$ cat src/rtl/mem_stage.sv
// Memory-access pipeline stage: issues loads/stores on a req/ack data port,
// stalls upstream while a transaction is outstanding, and registers the WB bundle.
module mem_stage #(
    parameter int TIMEOUT_CYCLES = 255
) (
    input  logic        clk,
    input  logic        rst,
    input  logic [0:8]  ctrl,
    input  logic [0:31] alu_out,
    input  logic [0:31] write_data,
    input  logic [0:2]  dmem_info,
    input  logic [0:4]  write_reg,
    output logic        mem_stall,
    output logic        dmem_req,
    output logic        dmem_we,
    output logic [0:31] dmem_addr,
    output logic [0:3]  dmem_be,
    output logic [0:31] dmem_wdata,
    input  logic        dmem_ack,
    input  logic [0:31] dmem_rdata,
    output logic [0:8]  ctrl_wb,
    output logic [0:31] result_wb,
    output logic [0:4]  write_reg_wb,
    output logic        mem_err
);

    // state | meaning
    // IDLE  | no transaction outstanding; non-mem ops pass straight to WB
    // WAIT  | request on the bus, waiting for dmem_ack or timeout
    typedef enum logic {IDLE, WAIT} state_t;

    localparam int CW = (TIMEOUT_CYCLES > 0) ? $clog2(TIMEOUT_CYCLES + 1) : 1;
    localparam logic [CW-1:0] TO_VAL = CW'(TIMEOUT_CYCLES);

    state_t        state;
    logic [CW-1:0] wait_cnt;

    logic        mem_read;
    logic        mem_write;
    logic        mem_op;
    logic [1:0]  size;
    logic [1:0]  lane;
    logic        is_byte;
    logic        is_half;
    logic        is_word;
    logic        misalign;
    logic        start_ok;
    logic        timeout_hit;
    logic [0:7]  ld_byte;
    logic [0:15] ld_half;
    logic [0:31] ld_ext;
    logic [0:8]  ctrl_nomem;

    assign mem_read  = ctrl[4];
    assign mem_write = ctrl[5];
    assign mem_op    = mem_read | mem_write;
    assign size      = dmem_info[0:1];
    assign lane      = alu_out[30:31];
    assign is_byte   = (size == 2'b00);
    assign is_half   = (size == 2'b01);
    assign is_word   = size[1];
    assign misalign  = (is_half & alu_out[31]) | (is_word & (lane != 2'b00));
    assign start_ok  = mem_op & ~misalign;

    // Ack on the terminal-count cycle takes priority over the abort.
    assign timeout_hit = (TIMEOUT_CYCLES != 0) && (wait_cnt == TO_VAL) && !dmem_ack;

    always_comb begin
        ctrl_nomem    = ctrl;
        ctrl_nomem[4] = 1'b0;
        ctrl_nomem[5] = 1'b0;
    end

    always_comb begin
        dmem_req  = 1'b0;
        mem_stall = 1'b0;
        if (!rst) begin
            case (state)
                IDLE: begin
                    dmem_req  = start_ok;
                    mem_stall = start_ok;
                end
                WAIT: begin
                    dmem_req  = ~timeout_hit;
                    mem_stall = ~dmem_ack & ~timeout_hit;
                end
                default: ;
            endcase
        end
    end

    assign dmem_we   = dmem_req & mem_write;
    assign dmem_addr = {alu_out[0:29], 2'b00};

    always_comb begin
        dmem_be    = 4'b1111;
        dmem_wdata = write_data;
        if (is_byte) begin
            dmem_wdata = {4{write_data[24:31]}};
            case (lane)
                2'd0:    dmem_be = 4'b1000;
                2'd1:    dmem_be = 4'b0100;
                2'd2:    dmem_be = 4'b0010;
                default: dmem_be = 4'b0001;
            endcase
        end else if (is_half) begin
            dmem_wdata = {2{write_data[16:31]}};
            dmem_be    = alu_out[30] ? 4'b0011 : 4'b1100;
        end
    end

    always_comb begin
        case (lane)
            2'd0:    ld_byte = dmem_rdata[0:7];
            2'd1:    ld_byte = dmem_rdata[8:15];
            2'd2:    ld_byte = dmem_rdata[16:23];
            default: ld_byte = dmem_rdata[24:31];
        endcase
        ld_half = alu_out[30] ? dmem_rdata[16:31] : dmem_rdata[0:15];
        if (is_byte)
            ld_ext = {{24{~dmem_info[2] & ld_byte[0]}}, ld_byte};
        else if (is_half)
            ld_ext = {{16{~dmem_info[2] & ld_half[0]}}, ld_half};
        else
            ld_ext = dmem_rdata;
    end

    always_ff @(posedge clk or posedge rst) begin
        if (rst) begin
            state        <= IDLE;
            wait_cnt     <= '0;
            ctrl_wb      <= '0;
            result_wb    <= '0;
            write_reg_wb <= '0;
            mem_err      <= 1'b0;
        end else begin
            ctrl_wb      <= '0;
            result_wb    <= '0;
            write_reg_wb <= '0;
            mem_err      <= 1'b0;
            case (state)
                IDLE: begin
                    if (start_ok) begin
                        state    <= WAIT;
                        wait_cnt <= '0;
                    end else if (mem_op) begin
                        mem_err <= 1'b1;
                    end else begin
                        ctrl_wb      <= ctrl;
                        result_wb    <= alu_out;
                        write_reg_wb <= write_reg;
                    end
                end
                WAIT: begin
                    if (dmem_ack) begin
                        state        <= IDLE;
                        ctrl_wb      <= ctrl;
                        result_wb    <= mem_write ? alu_out : ld_ext;
                        write_reg_wb <= write_reg;
                    end else if (timeout_hit) begin
                        state        <= IDLE;
                        ctrl_wb      <= ctrl_nomem;
                        write_reg_wb <= write_reg;
                        mem_err      <= 1'b1;
                    end else if (TIMEOUT_CYCLES != 0) begin
                        wait_cnt <= wait_cnt + CW'(1);
                    end
                end
                default: state <= IDLE;
            endcase
        end
    end

endmodule

$ cat config.mk
export PLATFORM = sky130hd
export DESIGN_NAME = mem_stage
export DESIGN_NICKNAME = d
export VERILOG_FILES = /design/src/rtl/mem_stage.sv
export SDC_FILE = /design/constraint.sdc
export NUM_CORES = 1
export LEC_CHECK = 0
export ABC_AREA = 1
export CAP_MARGIN = 20
export CORE_MARGIN = 10
export CORE_UTILIZATION = 31
export CTS_BUF_LIST = sky130_fd_sc_hd__clkbuf_8
export DETAILED_ROUTE_END_ITERATION = 12
export PLACE_DENSITY = 0.76
export SYNTH_ARGS = -nofsm -noshare
export SYNTH_HDL_FRONTEND = slang
export SYNTH_SLANG_ARGS = --single-unit
$ cat constraint.sdc
create_clock -name clk -period 4.4 [get_ports clk]
set_input_delay 1.32 -clock clk [delete_from_list [all_inputs] [get_ports clk]]
set_output_delay 1.32 -clock clk [all_outputs]
set_load 0.05 [all_outputs]
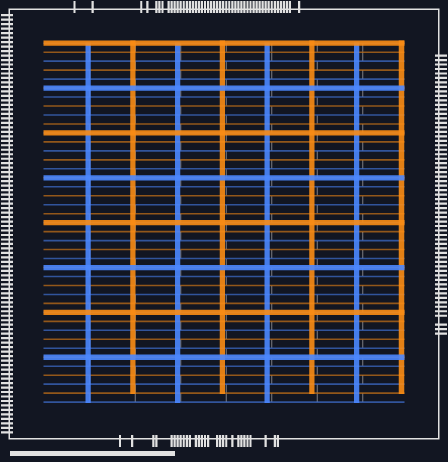
*Supply network*
Bar = 50 µm. Pins as bars on the die edge. Tap cells in gray.
Orange shows VDD. Blue shows VSS.
41 met1 rails follow the rows. 8 straps on met5. 234 signal pins sit on the boundary.
Die Wd: 130 µm
core area: 11900 µm²
die extent in y: 130 µm
worst-case vdd ir drop: 0.121 mV

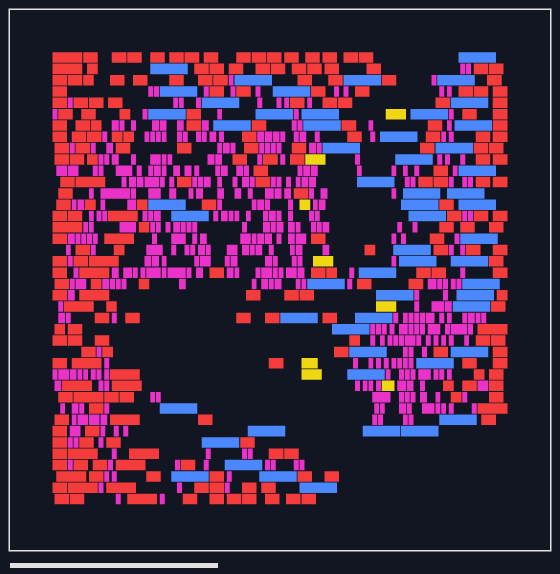
*Placement by cell class*
Bar = 50 µm.
Yellow shows clock drivers and dummy loads, cells 8. Red shows remaining buffers and delay cells, cells 246. Blue shows registers, cells 56. Magenta shows remaining logic cells, cells 432.
design area: 6240 µm²
Seq area share: 22.4%
final core occ: 52.4%

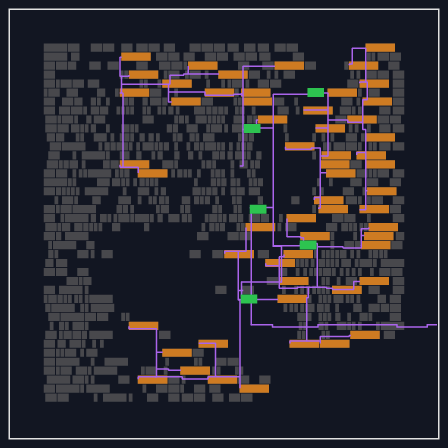
*Clock wires, drivers and flops*
Purple shows clock wires, length 799 µm. Orange shows flip-flops, count 56. Green shows clock-net drivers, count 5.
There are 6 routed clock nets.
Clk pwr share: 15.9%
clock group total power: 308 µW
clk_skew: 0.00577 ns
clk_lat worst skew: 0.32 ns

==> summary.txt <==
crit start category -> input port
fp util -> 31.3%
proportion of synthesized chip area in sequential cells -> 37.5%
Dominant Register Cell -> dfrtp_1
Reg power frac -> 31.6%
max_slew headroom -> 52.0%
Yosys Instances -> 549
P_leak -> 3.07 nW
Post CTS Setup Buffer Count -> 0
CP Capture Type -> output port
Final period util -> 97.2%
met1 usage in global routing -> 18.6%
yosys stat chip area -> 3730 µm²
global placement routability congestion -> 0.891
Syn-to-layout area delta -> 67.2%
list of most frequent post-synthesis cells -> 222 x nand2_1, 65 x nand3_1, 56 x dfrtp_1
clk sinks -> 56
Arr. time, crit path -> 2.96 ns
Routed Antenna Nets -> 0
grt met2 use -> 31.1%
Required @ worst endpoint -> 3.08 ns
diode count -> 0
Max-area cell share -> 37.5%
Slew Limit Fails -> 0
largest net degree at the start of global routing -> 57
Via Count -> 4140
global route hottest layer -> met2
Met1 Routed Length -> 5640 µm
Power Dens Cells -> 310 nW/µm²
TNS Setup -> 0 ns
# setup viols final -> 0
YS warnings -> 0
fillcell total -> 1112
CP max-delay cell -> clkdlybuf4s50_1
status -> finished, final reports clean
Hold-fix buffers, CTS -> 0
Root Driver -> clkbuf_8
tool warnings -> 26
number of buffers and inverters on the critical path -> 4
WL met2 -> 7630 µm
Synth Cell Area -> 3730 µm²
first-pass GRT wire length -> 23200 µm
CTS tree -> done
Logic pwr share -> 52.5%
DRC Markers -> 0
RSZ-0062 raised after global routing -> false
HPWL Detailed -> 12900 µm
most frequent cells in the layout -> 222 x nand2_1, 198 x clkdlybuf4s50_1, 65 x nand3_1
Sw Share -> 44.5%
vias per inst -> 4.66
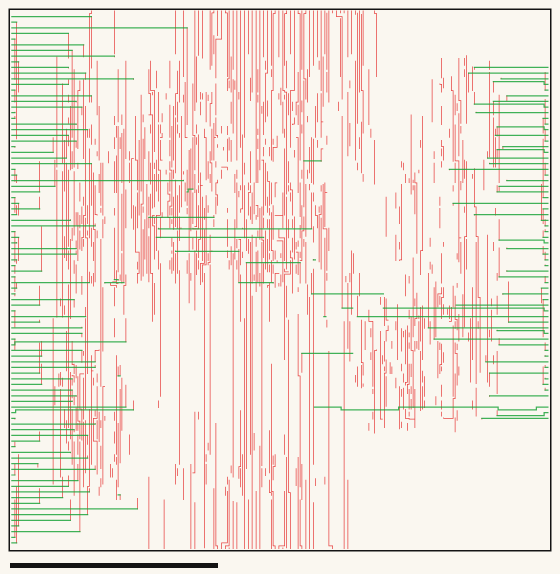
*Routed metal, one color a layer*
Bar = 50 µm. Two of the layers only.
Green shows M3, wire length 1970 µm. Red shows M2, wire length 7630 µm.
total wire length: 15300 µm
Avg WL per Cell: 17.3 µm
gr usage total: 17.6%

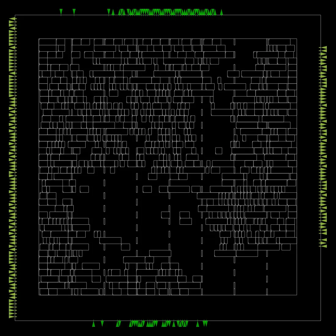
*Placed standard cells*
Layout Cells excl Fill: 889
# rows: 40

-- worst paths after layout --
check                           endpoint  depth (start not counted)    startpoint
min in group asynchronous    wait_cnt[3]                          3           rst
max reg2reg                 result_wb[1]                          5         state
max in group asynchronous  result_wb[29]                          3           rst
min reg2reg                  wait_cnt[5]                          2   wait_cnt[5]
min                          wait_cnt[5]                          2   wait_cnt[5]
max                            mem_stall                         10  dmem_info[0]
-- flip-flops by register name, indices dropped and copies added (netlist names) --
register      count
wait_cnt          8
result_wb        32
ctrl_wb           9
state             1
write_reg_wb      5
mem_err           1
-- final cells by class --
class	instances	area (µm²)	area share, %
multi-input cells	388	1740	27.8
inverters	44	171	2.75
clock inverters	3	27.5	0.441
flip-flops and latches	56	1400	22.4
well taps	147	184	2.95
repair buffers	246	2660	42.5
clock buffers	5	68.8	1.10
-- stage by stage --
stage / power [mW] / cell area, µm² / instances / utilization, % / setup WS (ns)
after floorplan: 1.22 / 3740 / 550 / - / 0.262
after global placement: 1.64 / 6150 / 881 / 51.6 / 0.113
after detailed placement: 1.65 / 6150 / 881 / 51.6 / 0.111
after CTS: 1.96 / 6240 / 889 / 52.4 / 0.112
after global routing: 2.03 / 6240 / 889 / 52.4 / 0.00214
final: 1.93 / 6240 / 889 / 52.4 / 0.124
-- cell families (layout without fill, tap and decap cells) --
kind of cell | after synthesis | count (layout) | synth area share, %
simple gates | 350 | 350 | 39.5
other cells | 1 | 2 | 0.100
flops | 56 | 56 | 37.5
fa+ha+maj | 1 | 1 | 0.335
xor+xnor | 2 | 2 | 0.469
buf+inv | 106 | 298 | 16.2
compound gates | 33 | 33 | 5.93
Power figures rest on the tool's default switching activity, not on a simulated workload.
